### src/rtl/branch_sequencer.sv
// branch_sequencer: PC and condition-flag sequencer for the KGP-RISC core.
// It holds the carry/zero/sign flags written by the ALU and presents them,
// with the issuing branch code, to the combinational branch checker. It acts
// on the returned jump decision, squashes the wrong-path slot after a taken
// branch, counts taken branches and supports halt.
module branch_sequencer #(
   parameter int              PC_W     = 32,
   parameter int              OFF_W    = 26,
   parameter logic [PC_W-1:0] RESET_PC = '0
) (
   input  logic              clk,
   input  logic              rst,
   input  logic              instr_valid,
   input  logic [2:0]        branch_code,
   input  logic [OFF_W-1:0]  offset,
   input  logic [PC_W-1:0]   reg_target,
   input  logic              flag_we,
   input  logic              alu_carry,
   input  logic              alu_zero,
   input  logic              alu_sign,
   input  logic              halt_req,
   input  logic              jump,
   output logic [2:0]        branch,
   output logic              carry,
   output logic              zero,
   output logic              sign,
   output logic [PC_W-1:0]   pc,
   output logic              pc_valid,
   output logic              flush,
   output logic              halted,
   output logic [15:0]       taken_cnt
);

   typedef enum logic [1:0] {BOOT, RUN, FLUSH, HALT} state_t;

   localparam logic [2:0] CODE_NONE = 3'b000;
   localparam logic [2:0] CODE_BR   = 3'b010;

   state_t            state_reg;
   logic [PC_W-1:0]   pc_reg;
   logic              carry_reg;
   logic              zero_reg;
   logic              sign_reg;
   logic              pc_valid_reg;
   logic              flush_reg;
   logic              halted_reg;
   logic [15:0]       taken_cnt_reg;

   logic              issue;
   logic              taken;
   logic [PC_W-1:0]   off_sext;
   logic [PC_W-1:0]   target;

   // An issue is only accepted in RUN; the checker sees 000 otherwise so a
   // stray jump during FLUSH/BOOT/HALT has nothing to act on.
   assign issue  = (state_reg == RUN) && instr_valid;
   assign branch = issue ? branch_code : CODE_NONE;

   // Code 000 never jumps even if the checker claims it does; halt wins over
   // any branch resolved in the same cycle.
   assign taken  = issue && jump && (branch_code != CODE_NONE) && !halt_req;

   // Word offset is sign-extended to PC width and scaled to bytes; the add
   // wraps modulo 2^PC_W naturally.
   assign off_sext = PC_W'($signed(offset));
   assign target   = (branch_code == CODE_BR) ? {reg_target[PC_W-1:2], 2'b00}
                                              : pc_reg + (off_sext << 2);

   assign carry     = carry_reg;
   assign zero      = zero_reg;
   assign sign      = sign_reg;
   assign pc        = pc_reg;
   assign pc_valid  = pc_valid_reg;
   assign flush     = flush_reg;
   assign halted    = halted_reg;
   assign taken_cnt = taken_cnt_reg;

   // Sequencer FSM: state, PC, flags, counter and registered status outputs.
   always_ff @(posedge clk or posedge rst) begin
      if (rst) begin
         state_reg     <= BOOT;
         pc_reg        <= RESET_PC;
         carry_reg     <= 1'b0;
         zero_reg      <= 1'b0;
         sign_reg      <= 1'b0;
         pc_valid_reg  <= 1'b0;
         flush_reg     <= 1'b0;
         halted_reg    <= 1'b0;
         taken_cnt_reg <= 16'h0000;
      end else begin
         // Flags written in the issue cycle only affect later branches.
         if (flag_we && (state_reg != HALT)) begin
            carry_reg <= alu_carry;
            zero_reg  <= alu_zero;
            sign_reg  <= alu_sign;
         end

         case (state_reg)
            BOOT: begin
               state_reg    <= RUN;
               pc_valid_reg <= 1'b1;
            end
            RUN: begin
               if (halt_req) begin
                  state_reg    <= HALT;
                  halted_reg   <= 1'b1;
                  pc_valid_reg <= 1'b0;
               end else if (taken) begin
                  state_reg <= FLUSH;
                  flush_reg <= 1'b1;
                  pc_reg    <= target;
                  if (taken_cnt_reg != 16'hFFFF)
                     taken_cnt_reg <= taken_cnt_reg + 16'd1;
               end else if (instr_valid) begin
                  pc_reg <= pc_reg + PC_W'(4);
               end
            end
            FLUSH: begin
               // The target is already in pc; the squashed slot leaves it alone.
               flush_reg <= 1'b0;
               if (halt_req) begin
                  state_reg    <= HALT;
                  halted_reg   <= 1'b1;
                  pc_valid_reg <= 1'b0;
               end else begin
                  state_reg <= RUN;
               end
            end
            default: begin
               // HALT: only reset leaves this state.
               state_reg <= HALT;
            end
         endcase
      end
   end

endmodule

### config.mk
export PLATFORM = sky130hd
export DESIGN_NAME = branch_sequencer
export DESIGN_NICKNAME = d
export VERILOG_FILES = /design/src/rtl/branch_sequencer.sv
export SDC_FILE = /design/constraint.sdc
export NUM_CORES = 1
export LEC_CHECK = 0
export ABC_AREA = 1
export CAP_MARGIN = 20
export CORE_AREA = 2 2 125 127
export CTS_CLUSTER_DIAMETER = 100
export DETAILED_ROUTE_END_ITERATION = 7
export DIE_AREA = 0 0 127 129
export HOLD_SLACK_MARGIN = 0.15
export PLACE_DENSITY_LB_ADDON = 0.15
export SETUP_SLACK_MARGIN = 0.05
export SYNTH_ARGS = -nofsm -noshare
export SYNTH_HDL_FRONTEND = slang
export SYNTH_SLANG_ARGS = --single-unit
### constraint.sdc
create_clock -name clk -period 2.3 [get_ports clk]
set_input_delay 0.345 -clock clk [delete_from_list [all_inputs] [get_ports clk]]
set_output_delay 0.345 -clock clk [all_outputs]
set_load 0.01 [all_outputs]
Figure 1. Routing congestion map (run 1).
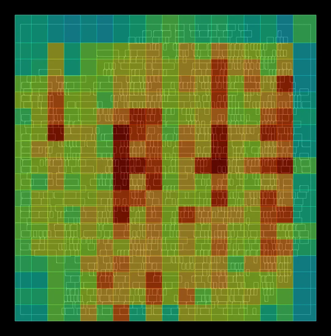
met2 Track Usage GR: 0.393
global-route track usage on met3: 0.0291
GR Layer Usage met1: 0.334
Top Usage Layer GRT: met2
final core utilization: 0.547

Figure 2. The metal 4 layer (run 1).
(4 px per µm) Supply wires on this layer in gray.
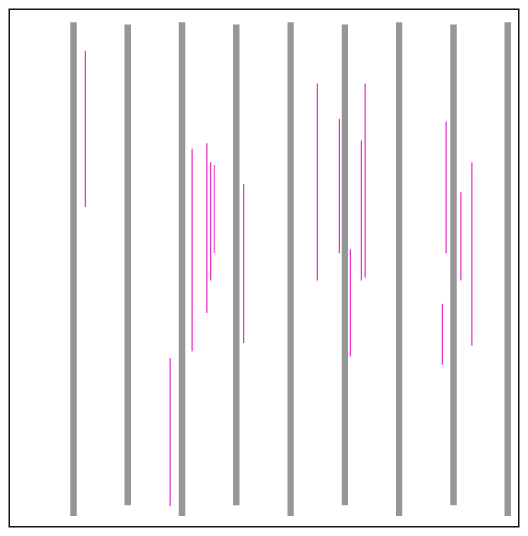
share of all routed wire: 2.9%
nets with wire on the layer: 16
via count: 6806
final WL: 19.8 mm

==> job_summary.md, run 1 <==
## Synthesis and layout report

| Metric | Value |
|---|---|
| Dominant flop cell | `dfrtp_1` |
| Top cells excl fill/tap | `nand2_1 (316), inv_1 (158), nor2_1 (124), clkdlybuf4s50_1 (121), buf_4 (79)` |
| Worst path arrival time | `2340 ps` |
| Total GRT Usage | `0.241` |
| Clk_skew | `2.60 ps` |
| Power Density | `280 mW/mm²` |
| Status | `finished, final reports clean` |
| Critical path buffers and inverters | `2` |
| Critical path depth in cells | `12` |
| Biggest area cells | `dfrtp_1 (23%), nand2_1 (20%), inv_1 (10%), nor2_1 (8.1%), ha_1 (7.5%)` |
| Fin area | `0.00820 mm²` |
| Area grow syn2layout | `39.7%` |
| Post-CTS setup repair buffer count | `0` |
| Yosys stat chip area | `0.00587 mm²` |
| Highest Signal Layer | `met4` |
| Critical path type | `primary input to flop` |
| Cell Count Post-Placement | `1364` |
| DR WL met2 | `8.65 mm` |
| Chip area | `0.0164 mm²` |
| MUX area fraction | `0.00575` |
| Clk latency late pin | `290 ps` |
| Synth top cell by count | `nand2_1` |
| Buffers on Ports | `122` |
| Async S/R FF share, synth | `1.00` |
| Critical path origin | `offset[0]` |
| Met1 wire length | `9.25 mm` |
| Setup TNS | `0 ps` |
| Cell type with the largest total area | `dfrtp_1` |
| Adder Share, Synth | `0.0780` |
| Yosys warnings | `0` |
| R2R depth | `14` |
| Largest net degree at the start of global routing | `55` |
| Max Cap Violations | `0` |
| DPL Wire Length | `16.2 mm` |
| Number of antenna repair diodes | `0` |
| Core Util at FP | `0.392` |
| Biggest Area Class | `multi-input combinational cells` |
| Die W | `127 µm` |
| Yosys simple share | `0.396` |
| Total gr overflow | `0` |
| Post-Place Cell Area | `0.00791 mm²` |
| Worst-path fanout max | `3` |
| Synth Instances | `989` |
| Total internal power | `1660 µW` |
| Sequential Area | `0.00135 mm²` |
| Final nets | `1289` |
| Max reg flops | `30` |
| Critical path destination | `pc[20]` |
| R2r startpoint | `pc[4]` |
| Top-area cell share | `0.230` |
| Part of the power in combinational logic | `0.254` |
| Routability congestion estimate from global placement | `0.922` |
| Maximum VDD drop | `0.243 mV` |
| CP delay by family, top | `adder cells` |
| Gates resized, CTS repair | `0` |
| Dominant logic cell type in the layout | `nand2_1` |
| Non-clk buf share | `0.231` |
| IO Count | `127` |
| Seq pwr share | `0.413` |
| Pwr top | `registers` |
| Sw frac | `0.278` |
| Clk pwr share | `0.333` |
| Number of cells in Yosys stat | `989` |
| DRC violations left | `0` |
| Startpoint Class | `primary input` |
| Sw Pwr | `640 µW` |
| Comb area leader | `simple AND/OR/NAND/NOR gates` |
| Crit-path cells | `clkdlybuf4s50_1 -> ha_1 -> fa_1 -> buf_4 -> nand3_1 -> nand3_2 -> nand2_1 -> nand2_1 -> nand2_1 -> nand2_1 -> o21ai_1 -> a21boi_0` |
| Total power | `2300 µW` |
| Vias per inst | `4.97` |
| CTS root buf | `clkbuf_16` |
| Register share after synthesis | `0.230` |
| Slowest library cell on the worst path | `clkdlybuf4s50_1` |
| Tap cells | `188` |
| Unique cell types | `41` |
| Slowest Stage Delay on Critical Path | `410 ps` |
| Iteration tally of the first detailed-router pass | `5` |
| CLK BUF | `6` |
| First-pass GRT wire length | `31.4 mm` |
| Combinational share of cell area | `0.483` |
| Synth cell count leaders | `nand2_1 (318), inv_1 (159), nor2_1 (126), nand3_1 (67), dfrtp_1 (54)` |
Figure 3. Metal 1 (run 1).
(4 px per µm) Supply wires on this layer in gray. Cells faint in the background.
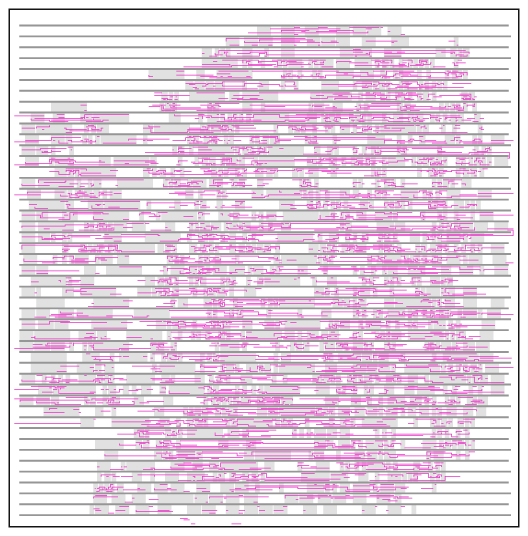
longest straight run: 61.6 µm
share of all routed wire: 47%

==> run 1 -> run 2 <==
- clock period: 2.3 -> 1.9 ns (I/O delays scaled with it)
Figure 4. Routing congestion map (run 2).
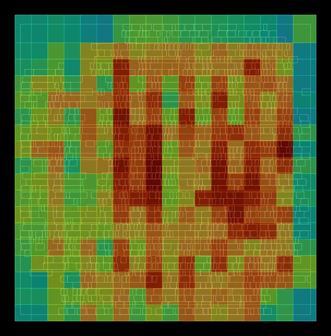
final core utilization: 0.666
global-route track usage on met3: 0.0449
GR Layer Usage met1: 0.369
met2 Track Usage GR: 0.450
wire per inst: 16.1 µm

Figure 5. Routed metal, one color a layer (run 2).
(4 px per µm) Only two layers are drawn.
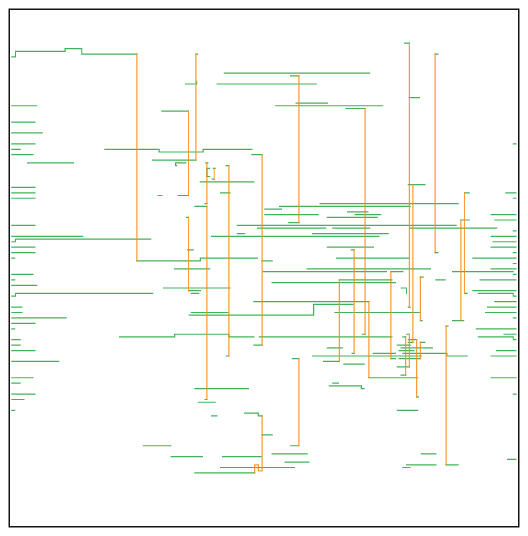
[green] metal 3 | wire length: 1550 µm
[orange] metal 4 | wire length: 782 µm
Total GRT Usage: 0.274
via count: 7440
final WL: 23.4 mm

Figure 6. Sequential cells colored by netlist name (run 2).
(4 px per µm) Other sequential cells in the stronger gray, the rest of the logic in the fainter gray.
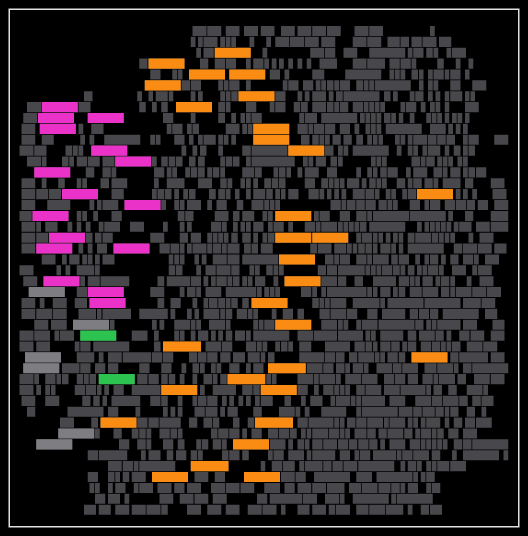
[green] state_reg | placed flops: 2
[orange] pc | placed flops: 30
[magenta] taken_cnt | placed flops: 16
not colored: 6
flop share of the area: 0.136
Sequential Area: 0.00136 mm²
sequential cell power: 1150 µW

==> job_summary.md, run 2 <==
## Synthesis and layout report

| Metric | Value |
|---|---|
| Status | `finished, violations left (was finished, final reports clean)` |
| Failing checks | `negative setup slack` |
| Worst Slack Setup Final | `-78.8 ps (was 141 ps)` |
| Biggest area cells | `dfrtp_1 (23%), nand2_1 (20%), inv_1 (10%), nor2_1 (8.1%), ha_1 (7.5%) (unchanged)` |
| Cell Count Post-Placement | `1426 (was 1364)` |
| Final nets | `1370 (was 1289)` |
| Gates resized, CTS repair | `175 (was 0)` |
| Top Usage Layer GRT | `met2 (unchanged)` |
| DR WL met2 | `10.8 mm (was 8.65 mm)` |
| Vias per inst | `5.12 (was 4.97)` |
| Sw frac | `0.298 (was 0.278)` |
| Critical path destination | `pc[20] (unchanged)` |
| Critical path depth in cells | `12 (unchanged)` |
| Synth top cell by count | `nand2_1 (unchanged)` |
| Dominant flop cell | `dfrtp_1 (unchanged)` |
| CP delay by family, top | `simple AND/OR/NAND/NOR gates (was adder cells)` |
| Clk_skew | `4.86 ps (was 2.60 ps)` |
| Post-CTS setup repair buffer count | `11 (was 0)` |
| Max reg flops | `30 (unchanged)` |
| Core Util at FP | `0.392 (unchanged)` |
| Iteration tally of the first detailed-router pass | `5 (unchanged)` |
| Fin area | `0.00997 mm² (was 0.00820 mm²)` |
| DPL Wire Length | `17.4 mm (was 16.2 mm)` |
| Critical path type | `flop to flop (was primary input to flop)` |
| Pwr top | `registers (unchanged)` |
| Top cells excl fill/tap | `nand2_1 (232), buf_4 (140), inv_1 (139), nor2_1 (104), clkdlybuf4s50_1 (104) (was nand2_1 (316), inv_1 (158), nor2_1 (124), clkdlybuf4s50_1 (121), buf_4 (79))` |
| Chip area | `0.0164 mm² (unchanged)` |
| Setup violators final | `15 (was 0)` |
| Maximum VDD drop | `0.454 mV (was 0.243 mV)` |
| Number of antenna repair diodes | `0 (unchanged)` |
| Sw Pwr | `950 µW (was 640 µW)` |
| Register share after synthesis | `0.230 (unchanged)` |
| Die W | `127 µm (unchanged)` |
| Top-area cell share | `0.230 (unchanged)` |
| Synth Instances | `989 (unchanged)` |
| R2r startpoint | `pc[9] (was pc[4])` |
| R2R depth | `12 (was 14)` |
| Worst path arrival time | `2170 ps (was 2340 ps)` |
| Largest net degree at the start of global routing | `42 (was 55)` |
| Total gr overflow | `0 (unchanged)` |
| Yosys stat chip area | `0.00587 mm² (unchanged)` |
| Tap cells | `188 (unchanged)` |
| Part of the power in combinational logic | `0.303 (was 0.254)` |
| Comb area leader | `simple AND/OR/NAND/NOR gates (unchanged)` |
| Highest Signal Layer | `met4 (unchanged)` |
| Area grow syn2layout | `69.8% (was 39.7%)` |
| Routability congestion estimate from global placement | `0.939 (was 0.922)` |
| IO Count | `127 (unchanged)` |
| Unique cell types | `41 (unchanged)` |
| Slowest library cell on the worst path | `dfrtp_2 (was clkdlybuf4s50_1)` |
| Critical path buffers and inverters | `1 (was 2)` |
==> run 2 -> run 3 <==
- CTS_CLUSTER_DIAMETER: 100 -> 120
Figure 7. Metal 1 (run 3).
(4 px per µm) Supply wires on this layer in gray. Cells faint in the background.
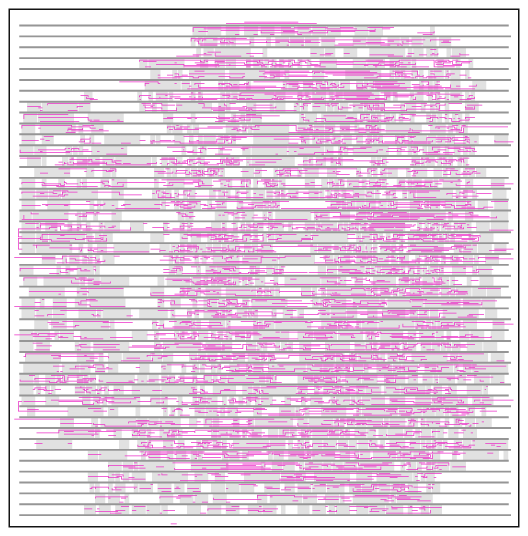

Figure 8. The metal 4 layer (run 3).
(4 px per µm) Supply wires on this layer in gray.
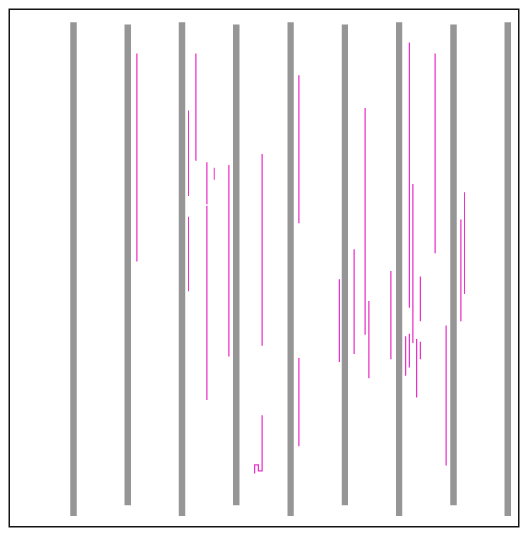
wire length on this layer: 782 µm
longest straight run: 66.0 µm

Figure 9. Sequential cells colored by netlist name (run 3).
(4 px per µm) Other sequential cells in the stronger gray, the rest of the logic in the fainter gray.
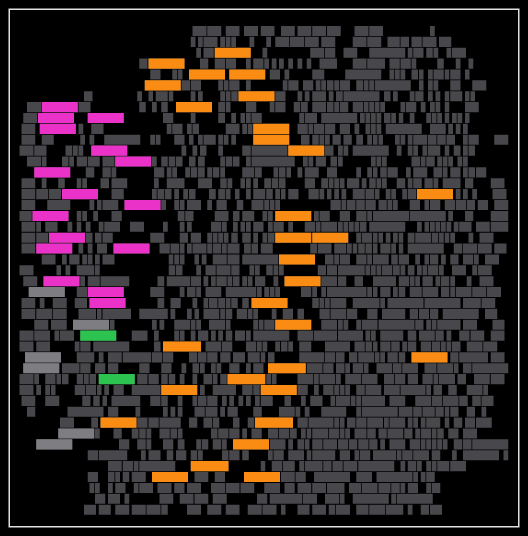

==> job_summary.md, run 3 <==
## Synthesis and layout report

| Metric | Value |
|---|---|
| Total gr overflow | `0 (unchanged)` |
| Synth cell count leaders | `nand2_1 (318), inv_1 (159), nor2_1 (126), nand3_1 (67), dfrtp_1 (54) (unchanged)` |
| Via count | `7440 (unchanged)` |
| Buffers on Ports | `122 (unchanged)` |
| Post-CTS setup repair buffer count | `11 (unchanged)` |
| Comb area leader | `simple AND/OR/NAND/NOR gates (unchanged)` |
| Slowest Stage Delay on Critical Path | `440 ps (about the same)` |
| Top cells excl fill/tap | `nand2_1 (232), buf_4 (140), inv_1 (139), nor2_1 (104), clkdlybuf4s50_1 (104) (unchanged)` |
| Number of cells in Yosys stat | `989 (unchanged)` |
| Total power | `3190 µW (unchanged)` |
| Unique cell types | `41 (unchanged)` |
| Biggest Area Class | `multi-input combinational cells (unchanged)` |
| Async S/R FF share, synth | `1.00 (unchanged)` |
| Post-Place Cell Area | `0.00843 mm² (unchanged)` |
| Worst-path fanout max | `3 (unchanged)` |
| Max reg flops | `30 (unchanged)` |
| GR Layer Usage met1 | `0.369 (unchanged)` |
| Sw Pwr | `950 µW (unchanged)` |
| Sequential Area | `0.00136 mm² (unchanged)` |
| Setup TNS | `-548 ps (unchanged)` |
| Core Util at FP | `0.392 (unchanged)` |
| R2r startpoint | `pc[9] (unchanged)` |
| Die W | `127 µm (unchanged)` |
| Non-clk buf share | `0.260 (unchanged)` |
| CP delay by family, top | `simple AND/OR/NAND/NOR gates (unchanged)` |
| DR WL met2 | `10.8 mm (unchanged)` |
| Dominant logic cell type in the layout | `nand2_1 (unchanged)` |
| Final core utilization | `0.666 (unchanged)` |
| Total internal power | `2240 µW (unchanged)` |
| Largest net degree at the start of global routing | `42 (unchanged)` |
| Cell type with the largest total area | `dfrtp_1 (unchanged)` |
| Combinational share of cell area | `0.500 (unchanged)` |
| Maximum VDD drop | `0.454 mV (unchanged)` |
| Top Usage Layer GRT | `met2 (unchanged)` |
| Final WL | `23.4 mm (unchanged)` |
| Global-route track usage on met3 | `0.0449 (unchanged)` |
| Yosys warnings | `0 (unchanged)` |
| Worst Slack Setup Final | `-78.8 ps (unchanged)` |
| Clk pwr share | `0.338 (about the same)` |
| Total GRT Usage | `0.274 (unchanged)` |
| Register share after synthesis | `0.230 (unchanged)` |
| Sw frac | `0.298 (unchanged)` |
| Status | `finished, violations left (unchanged)` |
| Sequential cell power | `1150 µW (about the same)` |
| Failing checks | `negative setup slack (unchanged)` |
| Yosys simple share | `0.396 (unchanged)` |
| Flop share of the area | `0.136 (unchanged)` |
| Top-area cell share | `0.230 (unchanged)` |
| Setup violators final | `15 (unchanged)` |
| Iteration tally of the first detailed-router pass | `5 (unchanged)` |
| Cell Count Post-Placement | `1426 (unchanged)` |
Power is estimated from default activity; no workload was simulated.
